$ cat config.mk
export PLATFORM = sky130hd
export DESIGN_NAME = ctrl_pipe_param_flat
export DESIGN_NICKNAME = d
export VERILOG_FILES = /design/src/rtl/ctrl_pipe_param_if.sv /design/src/rtl/ctrl_pipe_param.sv /design/src/flat_wrapper.sv
export SDC_FILE = /design/constraint.sdc
export NUM_CORES = 1
export LEC_CHECK = 0
export CAP_MARGIN = 20
export CORE_AREA = 3 3 77 79
export DETAILED_ROUTE_END_ITERATION = 8
export DIE_AREA = 0 0 80 82
export GPL_ROUTABILITY_DRIVEN = 0
export PLACE_DENSITY_LB_ADDON = 0.25
export SLEW_MARGIN = 20
export SYNTH_ARGS = -nofsm -noshare
export SYNTH_HDL_FRONTEND = slang
export SYNTH_SLANG_ARGS = --single-unit
$ cat constraint.sdc
create_clock -name clk -period 3 [get_ports clk]
set_input_delay 0.6 -clock clk [delete_from_list [all_inputs] [get_ports clk]]
set_output_delay 0.6 -clock clk [all_outputs]
set_load 0.02 [all_outputs]
$ cat src/rtl/ctrl_pipe_param_if.sv
// Control-pipeline bundle: decoded inputs from Decode, per-stage stall/flush,
// and the per-stage control outputs, flags and PC-write status.
interface ctrl_pipe_param_if #(
    parameter int STAGES     = 3,
    parameter int CTRL_WIDTH = 8
);
    logic [3:0]                   CondD;
    logic [CTRL_WIDTH-1:0]        CtrlD;
    logic                         RegWriteD;
    logic                         MemWriteD;
    logic                         PCSrcD;
    logic                         BranchD;
    logic [1:0]                   FlagWriteD;
    logic [3:0]                   ALUFlagsE;
    logic [STAGES-1:0]            Stall;
    logic [STAGES-1:0]            Flush;
    logic [STAGES*CTRL_WIDTH-1:0] CtrlQ;
    logic [STAGES-1:0]            RegWriteQ;
    logic [STAGES-1:0]            MemWriteQ;
    logic [STAGES-1:0]            PCSrcQ;
    logic                         CondExE;
    logic                         BranchTakenE;
    logic [3:0]                   FlagsE;
    logic                         CarryE;
    logic                         PCWrPendingF;

    modport master (
        output CondD, CtrlD, RegWriteD, MemWriteD, PCSrcD, BranchD, FlagWriteD,
               ALUFlagsE, Stall, Flush,
        input  CtrlQ, RegWriteQ, MemWriteQ, PCSrcQ, CondExE, BranchTakenE,
               FlagsE, CarryE, PCWrPendingF
    );

    modport slave (
        input  CondD, CtrlD, RegWriteD, MemWriteD, PCSrcD, BranchD, FlagWriteD,
               ALUFlagsE, Stall, Flush,
        output CtrlQ, RegWriteQ, MemWriteQ, PCSrcQ, CondExE, BranchTakenE,
               FlagsE, CarryE, PCWrPendingF
    );
endinterface

$ cat src/rtl/ctrl_pipe_param.sv
// Parametrised back-end control pipeline with per-stage stall/flush, NZCV flag
// register and ARM condition evaluation in stage E.
module ctrl_pipe_param #(
    parameter int STAGES     = 3,
    parameter int CTRL_WIDTH = 8
) (
    input logic           clk,
    input logic           reset,
    ctrl_pipe_param_if.slave bus
);
    // Common stage word layout: {ctrl, regWrite, memWrite, pcSrc}
    localparam int WORD = CTRL_WIDTH + 3;
    typedef logic [WORD-1:0] word_t;

    word_t      stageQ   [STAGES];
    word_t      stageSrc [STAGES];
    logic [3:0] cond0Reg;
    logic       branch0Reg;
    logic [1:0] flagWrite0Reg;
    logic [3:0] flagsReg;
    logic       condEx;

    wire flagN = flagsReg[3];
    wire flagZ = flagsReg[2];
    wire flagC = flagsReg[1];
    wire flagV = flagsReg[0];

    always_comb begin
        condEx = 1'b0;
        case (cond0Reg)
            4'd0:    condEx = flagZ;
            4'd1:    condEx = !flagZ;
            4'd2:    condEx = flagC;
            4'd3:    condEx = !flagC;
            4'd4:    condEx = flagN;
            4'd5:    condEx = !flagN;
            4'd6:    condEx = flagV;
            4'd7:    condEx = !flagV;
            4'd8:    condEx = flagC & !flagZ;
            4'd9:    condEx = !flagC | flagZ;
            4'd10:   condEx = (flagN == flagV);
            4'd11:   condEx = (flagN != flagV);
            4'd12:   condEx = !flagZ & (flagN == flagV);
            4'd13:   condEx = flagZ | (flagN != flagV);
            default: condEx = 1'b1;
        endcase
    end

    generate
        for (genvar gi = 0; gi < STAGES; gi++) begin : g_stage
            word_t wordReg;
            logic  bubble;

            if (gi == 0) begin : g_src
                assign stageSrc[gi] = {bus.CtrlD, bus.RegWriteD, bus.MemWriteD, bus.PCSrcD};
                assign bubble       = 1'b0;
            end else if (gi == 1) begin : g_src
                // Stage 1 receives the condition-gated write controls
                assign stageSrc[gi] = {stageQ[0][WORD-1:3], stageQ[0][2:0] & {3{condEx}}};
                assign bubble       = bus.Stall[gi-1];
            end else begin : g_src
                assign stageSrc[gi] = stageQ[gi-1];
                assign bubble       = bus.Stall[gi-1];
            end

            always_ff @(posedge clk or posedge reset) begin
                if (reset) begin
                    wordReg <= '0;
                end else if (bus.Flush[gi]) begin
                    wordReg <= '0;
                end else if (!bus.Stall[gi]) begin
                    wordReg <= bubble ? '0 : stageSrc[gi];
                end
            end

            assign stageQ[gi] = wordReg;
        end
    endgenerate

    always_ff @(posedge clk or posedge reset) begin
        if (reset) begin
            cond0Reg      <= '0;
            branch0Reg    <= 1'b0;
            flagWrite0Reg <= '0;
        end else if (bus.Flush[0]) begin
            cond0Reg      <= '0;
            branch0Reg    <= 1'b0;
            flagWrite0Reg <= '0;
        end else if (!bus.Stall[0]) begin
            cond0Reg      <= bus.CondD;
            branch0Reg    <= bus.BranchD;
            flagWrite0Reg <= bus.FlagWriteD;
        end
    end

    // Flags commit only when the E instruction actually leaves E this edge
    always_ff @(posedge clk or posedge reset) begin
        if (reset) begin
            flagsReg <= '0;
        end else if (condEx && !bus.Stall[0] && !bus.Flush[0]) begin
            if (flagWrite0Reg[1]) flagsReg[3:2] <= bus.ALUFlagsE[3:2];
            if (flagWrite0Reg[0]) flagsReg[1:0] <= bus.ALUFlagsE[1:0];
        end
    end

    logic [STAGES-1:0] pcSrcQ;

    always_comb begin
        bus.CtrlQ     = '0;
        bus.RegWriteQ = '0;
        bus.MemWriteQ = '0;
        pcSrcQ        = '0;
        for (int k = 0; k < STAGES; k++) begin
            bus.CtrlQ[k*CTRL_WIDTH +: CTRL_WIDTH] = stageQ[k][WORD-1:3];
            bus.RegWriteQ[k] = stageQ[k][2];
            bus.MemWriteQ[k] = stageQ[k][1];
            pcSrcQ[k]        = stageQ[k][0];
        end
        bus.RegWriteQ[0] = stageQ[0][2] & condEx;
        bus.MemWriteQ[0] = stageQ[0][1] & condEx;
        pcSrcQ[0]        = stageQ[0][0] & condEx;
    end

    assign bus.PCSrcQ       = pcSrcQ;
    assign bus.CondExE      = condEx;
    assign bus.BranchTakenE = branch0Reg & condEx;
    assign bus.FlagsE       = flagsReg;
    assign bus.CarryE       = flagsReg[1];
    // The final stage performs the PC write itself, so it is not pending
    assign bus.PCWrPendingF = bus.PCSrcD | (|pcSrcQ[STAGES-2:0]);

endmodule

$ cat src/flat_wrapper.sv
// flat-port wrapper written by rule: the top's interface ports become plain ports
module ctrl_pipe_param_flat 
#(
    parameter int STAGES     = 3,
    parameter int CTRL_WIDTH = 8
)
  (clk, reset, bus_CondD, bus_CtrlD, bus_RegWriteD, bus_MemWriteD, bus_PCSrcD, bus_BranchD, bus_FlagWriteD, bus_ALUFlagsE, bus_Stall, bus_Flush, bus_CtrlQ, bus_RegWriteQ, bus_MemWriteQ, bus_PCSrcQ, bus_CondExE, bus_BranchTakenE, bus_FlagsE, bus_CarryE, bus_PCWrPendingF);
  ctrl_pipe_param_if #(.STAGES(STAGES), .CTRL_WIDTH(CTRL_WIDTH)) bus_i ();
  input logic clk;
  input logic reset;
  input wire logic [$bits(bus_i.CondD)-1:0] bus_CondD;
  input wire logic [$bits(bus_i.CtrlD)-1:0] bus_CtrlD;
  input wire logic [$bits(bus_i.RegWriteD)-1:0] bus_RegWriteD;
  input wire logic [$bits(bus_i.MemWriteD)-1:0] bus_MemWriteD;
  input wire logic [$bits(bus_i.PCSrcD)-1:0] bus_PCSrcD;
  input wire logic [$bits(bus_i.BranchD)-1:0] bus_BranchD;
  input wire logic [$bits(bus_i.FlagWriteD)-1:0] bus_FlagWriteD;
  input wire logic [$bits(bus_i.ALUFlagsE)-1:0] bus_ALUFlagsE;
  input wire logic [$bits(bus_i.Stall)-1:0] bus_Stall;
  input wire logic [$bits(bus_i.Flush)-1:0] bus_Flush;
  output wire logic [$bits(bus_i.CtrlQ)-1:0] bus_CtrlQ;
  output wire logic [$bits(bus_i.RegWriteQ)-1:0] bus_RegWriteQ;
  output wire logic [$bits(bus_i.MemWriteQ)-1:0] bus_MemWriteQ;
  output wire logic [$bits(bus_i.PCSrcQ)-1:0] bus_PCSrcQ;
  output wire logic [$bits(bus_i.CondExE)-1:0] bus_CondExE;
  output wire logic [$bits(bus_i.BranchTakenE)-1:0] bus_BranchTakenE;
  output wire logic [$bits(bus_i.FlagsE)-1:0] bus_FlagsE;
  output wire logic [$bits(bus_i.CarryE)-1:0] bus_CarryE;
  output wire logic [$bits(bus_i.PCWrPendingF)-1:0] bus_PCWrPendingF;
  assign bus_i.CondD = bus_CondD;
  assign bus_i.CtrlD = bus_CtrlD;
  assign bus_i.RegWriteD = bus_RegWriteD;
  assign bus_i.MemWriteD = bus_MemWriteD;
  assign bus_i.PCSrcD = bus_PCSrcD;
  assign bus_i.BranchD = bus_BranchD;
  assign bus_i.FlagWriteD = bus_FlagWriteD;
  assign bus_i.ALUFlagsE = bus_ALUFlagsE;
  assign bus_i.Stall = bus_Stall;
  assign bus_i.Flush = bus_Flush;
  assign bus_CtrlQ = bus_i.CtrlQ;
  assign bus_RegWriteQ = bus_i.RegWriteQ;
  assign bus_MemWriteQ = bus_i.MemWriteQ;
  assign bus_PCSrcQ = bus_i.PCSrcQ;
  assign bus_CondExE = bus_i.CondExE;
  assign bus_BranchTakenE = bus_i.BranchTakenE;
  assign bus_FlagsE = bus_i.FlagsE;
  assign bus_CarryE = bus_i.CarryE;
  assign bus_PCWrPendingF = bus_i.PCWrPendingF;
  ctrl_pipe_param #(.STAGES(STAGES), .CTRL_WIDTH(CTRL_WIDTH)) u_core (.clk(clk), .reset(reset), .bus(bus_i));
endmodule
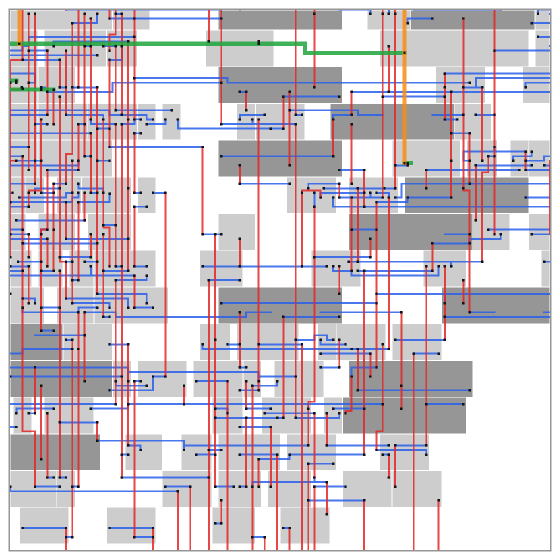
**Above:** zoomed window.
Region (20, 5) to (60, 45) um. Cells in gray, sequential cells in the stronger gray; small squares are vias.
color	layer
orange	metal 4
blue	metal 1
red	metal 2
green	metal 3
cells with their middle in the window	92
netlist names of flops here include	`u_core.g_stage.wordReg` (11), `u_core.flagWrite0Reg` (2)
sequential cells in the window	13
most frequent	dfrtp_1 (13), clkdlybuf4s50_1 (12), nor2_1 (10)

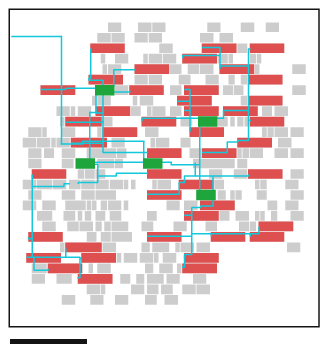
**Above:** routed clock nets over the placement.
The bar under the picture is 20 um long.
[cyan] clock wires | length: 545 um
[red] flip-flops | count: 44
[green] clock drivers | count: 5
routed clock nets	6

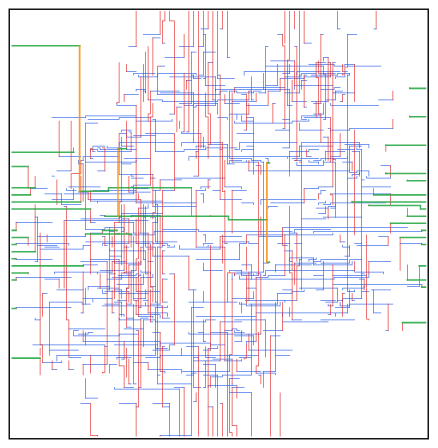
**Above:** signal wires by layer.
color	layer	wire length
green	metal 3	250 um
blue	metal 1	2160 um
red	metal 2	2370 um
orange	metal 4	59.8 um

==> impl_metrics.toml <==
# generated from flow reports
[sta]
hold_slack_ns = 0.522
setup_ws_ns = 0.190
setup_tns_ns = 0
rsz0062_at_grt = "false"
slew-limit-headroom = 0.494
fin_skew_ns = 0.00670
finalCritPeriodShare = 0.937
drv_slew = 0

[critical_path]
crit_type = "reg -> out"
crit_path_end_kind = "output pin"
ff2ff_path_depth = 5
startpoint_type = "register"
cpMaxStageDelayCell = "dfrtp_1"
worst-r2r-setup-slack_ns = 1.07
crit_arrival_ns = 2.21
path_depth = 6
worstPathCellList = "xor2_1, nor4b_2, o31ai_4, nand3_2, a211o_1, dlygate4sd2_1"
cp_slowest_stage_delay_ns = 0.46
startpoint = "u_core.cond0Reg[0]"
cp_data_required_time_ns = 2.40
crit_fanout = 7
r2r-start = "u_core.bus.FlagsE[0]"

[global_route]
first_global_vias = 1580
grt_antenna_before_repair = 0
use_met1 = 0.200
top_usage_layer = "met2"
grt_usage = 0.154
grt_overflow = 0
grt_pass1_wl_um = 7760
grt.met3_usage = 0.0417

[run_status]
status = "complete, no violations"

[synthesis]
xor_area_frac = 0.00840
synthMuxAreaShare = 0.118
top_cell = "dfrtp_1"
top_area_frac = 0.528
postSynthSeqShare = 0.528
ys_ff = 44
synth-area-yosys_sq_um = 2080
netlist-cell-type-count = 32
ys.flop_type = "dfrtp_1"
avgSynthCellArea_sq_um = 11.1
ys_sh_adder = 0
ys_sh_simple = 0.155
area_leaders = "dfrtp_1 (53%), mux2i_1 (9.6%), nor2_1 (5.6%), nor3b_1 (4.7%), buf_4 (3.6%)"
ys_cells = 188
aoi_share = 0.128
syn_nets = 218

[route]
antenna_left = 0
wl_met2_um = 2370
dr.first_iter.drc_count = 109
top_layer = "met4"
via_count = 1627
wl_met3_um = 249
vias_per_cell = 5.01
route.detailed.drc = 0
drt-met1-wl_um = 2160

[placement]
dp_cells = 315
hpwl_um = 3620
placed_cell_area_sq_um = 2800

[run]
maxCapViolCount = 0
warnings = 26

[power_and_ir_drop]
ir_worst_vdd_mv = 0.449
powerClk_uw = 465
p_sw_frac = 0.291
powerDensity_nw_per_um2 = 499
clkPwrFrac = 0.316
internal_power_uw = 1050
p_total_uw = 1470
pg_comb_uw = 337

[layout]
signal_buffers = 79
inv_count = 2
n_clock_buffer = 5
largest_reg_flops = 33
regArea_sq_um = 1100
comb_area_sq_um = 870
design_area_sq_um = 2960
flop-count = 44
num-nets-final = 282

[floorplan]
ioPinCount = 71
die_h_um = 82
rows = 27
die_x_um = 80

[clocking]
cts-root-buf = "clkbuf_8"
clockBufferDepth = 2
cts_tree = "done"
clk_pin_slew_ns = 0.09
insertion_delay_ns = 0.30
hold_buffers = 0
cts_buffers = 5
postCtsSetupRepairBufs = 2

[hold_path]
whs_endpoint = "u_core.g_stage[1].wordReg[3]"
hp-start = "u_core.g_stage[0].wordReg[3]"
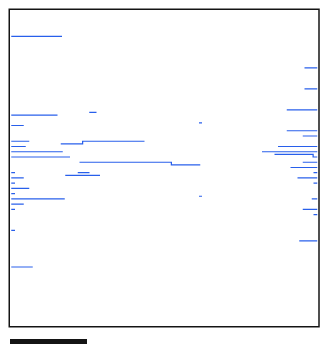
**Above:** met3 routing.
The bar under the picture is 20 um long.
main direction	horizontal
longest straight run	23.7 um
share of all routed wire	5.1%
nets with wire on the layer	37
wire length on this layer	250 um

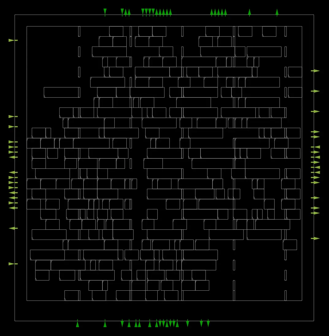
**Above:** cell placement.
core area: 5410 sq um
Non-Filler Instances: 325
Seq area share: 0.374

